`config.mk`:
```
export PLATFORM = sky130hd
export DESIGN_NAME = board_level_data_block_receiver
export DESIGN_NICKNAME = d
export VERILOG_FILES = /design/src/rtl/board_level_data_block_receiver.sv
export SDC_FILE = /design/constraint.sdc
export NUM_CORES = 1
export LEC_CHECK = 0
export ABC_AREA = 1
export CORE_UTILIZATION = 52
export CTS_CLUSTER_SIZE = 10
export DETAILED_ROUTE_END_ITERATION = 12
export PLACE_DENSITY = 0.87
export SYNTH_ARGS = -nofsm -noshare
export SYNTH_HDL_FRONTEND = slang
export SYNTH_SLANG_ARGS = --single-unit
```
`constraint.sdc`:
```
create_clock -name clk -period 5.8 [get_ports clk]
set_input_delay 0.87 -clock clk [delete_from_list [all_inputs] [get_ports clk]]
set_output_delay 0.87 -clock clk [all_outputs]
set_load 0.02 [all_outputs]
```
`src/rtl/board_level_data_block_receiver.sv`:
```
// Receive-side block layer of the board-level serial link.
// Rebuilds BYTE_N-byte blocks from a start/data/end beat stream, checks frame
// length and presents each complete block on a valid/ack output register.
// The first received byte lands in data[7:0].
// Optional idle timeout: define BOARD_LEVEL_BLOCK_RX_TIMEOUT_EN.
module board_level_data_block_receiver #(
    parameter int BYTE_N         = 8,
    parameter int TIMEOUT_CYCLES = 1024
) (
    input  logic                clk,
    input  logic                rst,
    input  logic                in_valid,
    input  logic                in_frame_start,
    input  logic                in_frame_end,
    input  logic [7:0]          in_data,
    output logic [BYTE_N*8-1:0] data,
    output logic                data_valid,
    input  logic                data_ack,
    output logic                err_short,
    output logic                err_long,
    output logic                err_overrun,
    output logic                err_timeout
);

    localparam int DATA_W = BYTE_N * 8;
    localparam int CNT_W  = $clog2(BYTE_N) + 1;

    typedef enum logic [1:0] {
        IDLE     = 2'd0,
        RECV     = 2'd1,
        WAIT_END = 2'd2
    } state_t;

    state_t             state;
    logic [CNT_W-1:0]   cnt;
    logic [DATA_W-1:0]  sreg;
    logic [DATA_W-1:0]  sreg_next;
    logic               beat_start;
    logic               beat_end;
    logic               beat_data;
    logic               commit;
    logic               timeout_hit;

    // Illegal configurations leave an empty marker scope; nothing else depends on it.
    if (BYTE_N < 1 || TIMEOUT_CYCLES < 1) begin : g_bad_cfg
    end

    // Marker priority: start beats end beats data; nothing happens without in_valid.
    assign beat_start = in_valid & in_frame_start;
    assign beat_end   = in_valid & ~in_frame_start & in_frame_end;
    assign beat_data  = in_valid & ~in_frame_start & ~in_frame_end;

    // A block is committed only by an end marker after exactly BYTE_N bytes.
    assign commit = (state == WAIT_END) && beat_end;

    // New bytes enter at the top so the first byte ends up in [7:0].
    if (BYTE_N == 1) begin : g_single
        assign sreg_next = in_data;
    end else begin : g_multi
        assign sreg_next = {in_data, sreg[DATA_W-1:8]};
    end

`ifdef BOARD_LEVEL_BLOCK_RX_TIMEOUT_EN
    localparam int TO_W = $clog2(TIMEOUT_CYCLES + 1);

    logic [TO_W-1:0] to_cnt;

    assign timeout_hit = (state != IDLE) && !in_valid &&
                         (to_cnt == TO_W'(TIMEOUT_CYCLES - 1));

    // Count idle cycles inside a frame; any beat or leaving the frame restarts it.
    always_ff @(posedge clk) begin
        if (rst) begin
            to_cnt      <= '0;
            err_timeout <= 1'b0;
        end else begin
            err_timeout <= timeout_hit;
            if (state == IDLE || in_valid || timeout_hit)
                to_cnt <= '0;
            else
                to_cnt <= to_cnt + 1'b1;
        end
    end
`else
    assign timeout_hit = 1'b0;
    assign err_timeout = 1'b0;
`endif

    // Frame FSM: tracks start/data/end beats and raises the length errors.
    always_ff @(posedge clk) begin
        if (rst) begin
            state     <= IDLE;
            cnt       <= '0;
            err_short <= 1'b0;
            err_long  <= 1'b0;
        end else begin
            err_short <= 1'b0;
            err_long  <= 1'b0;
            case (state)
                IDLE: begin
                    if (beat_start) begin
                        state <= RECV;
                        cnt   <= '0;
                    end
                end
                RECV: begin
                    if (beat_start) begin
                        cnt <= '0;
                    end else if (beat_end) begin
                        err_short <= 1'b1;
                        state     <= IDLE;
                    end else if (beat_data) begin
                        sreg <= sreg_next;
                        cnt  <= cnt + 1'b1;
                        if (cnt == CNT_W'(BYTE_N - 1))
                            state <= WAIT_END;
                    end
                end
                WAIT_END: begin
                    if (beat_start) begin
                        state <= RECV;
                        cnt   <= '0;
                    end else if (beat_end) begin
                        state <= IDLE;
                    end else if (beat_data) begin
                        err_long <= 1'b1;
                        state    <= IDLE;
                    end
                end
                default: state <= IDLE;
            endcase
            if (timeout_hit)
                state <= IDLE;
        end
    end

    // Output register: load on commit when empty or being acked, else drop and flag.
    always_ff @(posedge clk) begin
        if (rst) begin
            data        <= '0;
            data_valid  <= 1'b0;
            err_overrun <= 1'b0;
        end else begin
            err_overrun <= 1'b0;
            if (commit) begin
                if (!data_valid || data_ack) begin
                    data       <= sreg;
                    data_valid <= 1'b1;
                end else begin
                    err_overrun <= 1'b1;
                end
            end else if (data_valid && data_ack) begin
                data_valid <= 1'b0;
            end
        end
    end

endmodule

```
### Placed cells, one color a class

Bar = 20 um. Fill, decap, tap and diode cells in gray.
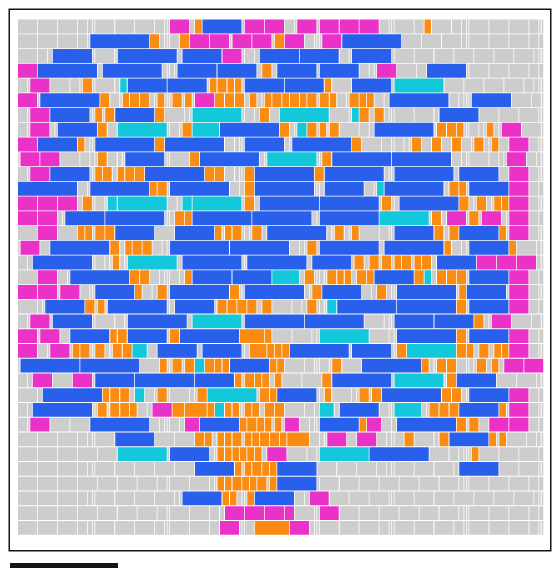
Magenta is other buffers and delay cells, cells 84, share of their area 14%. Cyan is clock drivers and dummy loads, cells 32, share of their area 8.5%. Orange is all other logic, cells 260, share of their area 20%. Blue is flip-flops, cells 138, share of their area 57%.

### Routed metal, one color a layer

Bar = 20 um. Only two layers are drawn.
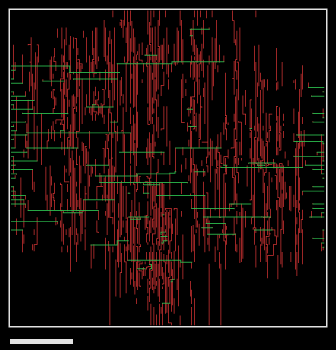
Red is met2, wire length 5100 um. Green is met3, wire length 671 um.

==> Changelog: implementation <==
## Implementation

* Initial DRC Count at ~280
* Final hold viol count at 0
* Final Setup Violations at 0
* Crit path max fanout at approximately 65
* Rows at 35
* Post-synth area hogs: edfxtp_1 39%, dfxtp_1 30%, nand3_1 7.5%
* CTS Sinks at about 140
* Antenna cell count at 0
* Worst EP required at 6.14 ns
* IO Port Bufs at 81
* Antenna violations before repair at 0
* DP HPWL at approximately 5800 um
* Worst slew pin tran at ~1.2 ns
* Startpoint Class: primary input
* Register Area at ~0.0034 mm^2
* Largest area class, layout: sequential cells
* I/O Pins at about 83
* Non-clk buf share at between 10 and 15%
* Ys async rst share at 0%
* Vias in the first global route at 3433
* Maxcap violations at 0
* Tot GR Track Use at 21.9%
* Cts bufs inserted at 17
* Leak at 2.00 nW
* Clock Tree Buf Depth at 2
* CP Launch Point: in_valid
* Non-Filler Instances at between 600 and 700
* Crit path capture: data[39]
* Total setup buffers inserted after CTS at 0
* Final Critical Period at roughly 3.2 ns
* Seq share, synth at between 60% and 70%
* Clock power share at roughly 44%
* Via/cell ratio at 5.31
* Area leader share at between 30% and 40%
* Root buf cell: clkbuf_8
* P_seq at ~1 mW
* Clock transition at path regs at ~0.060 ns
* Top FF cell, synth: dfxtp_1
* Init Core Util at between 50% and 60%
* Synth-to-Final Area Change at 23.2%
* FF-to-FF End: data[39]
* Ao+oa area frac at 6.97%
* Chip width at approximately 100 um
* Worst hold path type: reg -> reg
* WL per Instance at around 15 um
* Top routing layer in use: met4
* Final instance area at between 0.006 and 0.007 mm^2
* Antenna Violating Nets Remaining at 0
* Setup slack after layout at 2.60 ns
* Path depth of the worst reg2reg path at 7
* Area of the multi-input gates at 0.00115 mm^2
* Drt pass-1 iters at 5
* Most common logic cell in the routed design: nand2_1
* Comb gates at ~250
* CLK BUF at 23
* Number of flops mapped to enable cells by yosys at 64
* Synthesized area per cell at approximately 12 um^2
* Core Util, Final at 66.0%
* CTS tree: built
* WP data arrival at 3.54 ns
* And+or+nand+nor area frac at around 15%
* Worst skew pair latency at 0.52 ns
* WL final at ~9900 um
* Crit Path Category: in -> reg
* Max-slew headroom at ~17%
* Hold_ws at 0.446 ns
* Switching share of power at 22.0%
* Dominant cell type by area after synthesis: edfxtp_1
* Reg power frac at roughly 50%
* Via total after detailed routing at between 3k and 4k
* Comb pwr at 107 uW
* Clock-cell share at between 8 and 9%
* Ys cells at about 430
* Nets at 516
* Most common logic cells in the final layout: 83 x nand2_1, 80 x clkdlybuf4s50_1, 74 x nand3_1, 74 x dfxtp_1, 68 x a21oi_1
* H-tree Lvls at 4
* Tool warning count at 26
* Bufs w/o clock at 84
* Core box area at 0.00924 mm^2
* Clock Skew at between 0.004 and 0.005 ns
* Largest registers: data x64, sreg x64, cnt x4
* Layout cells sized above 1 at around 7.4%
* FFs & Latches at about 140
* Internal power at 1.60 mW
* Status: finished clean
* CP Capture Type: flip-flop
* Post-synth regs at approximately 140
* Cts repair resizes at 0
* Met2 wire len at 5100 um
[worst max-delay path, stage by stage]
cell and delay (ns):
clkdlybuf4s50_1 0.64, nand3_4 0.15, inv_2 0.06, buf_4 0.54
nand2_2 0.84, nand2_1 0.29, a21oi_1 0.11
[worst min path at each step]
stage	from	to	slack, ns	cells after the start
floorplan	sreg[8]	sreg[0]	0.43	0
global placement	sreg[61]	sreg[53]	0.43	0
detailed placement	sreg[46]	sreg[38]	0.43	0
CTS	sreg[50]	sreg[42]	0.45	0
global route	sreg[50]	sreg[42]	0.45	0
finish	sreg[33]	sreg[25]	0.45	0
[routing by layer]
| metal | GRT usage (%) | vias up |
|---|---|---|
| met5 | 0 | - |
| met4 | 8.26 | 0 |
| met3 | 8.01 | 17 |
| met2 | 36.7 | 157 |
| met1 | 25.7 | 1620 |
| li1 | - | 1619 |
No activity file was given, so power comes from the tool's default toggle rates.
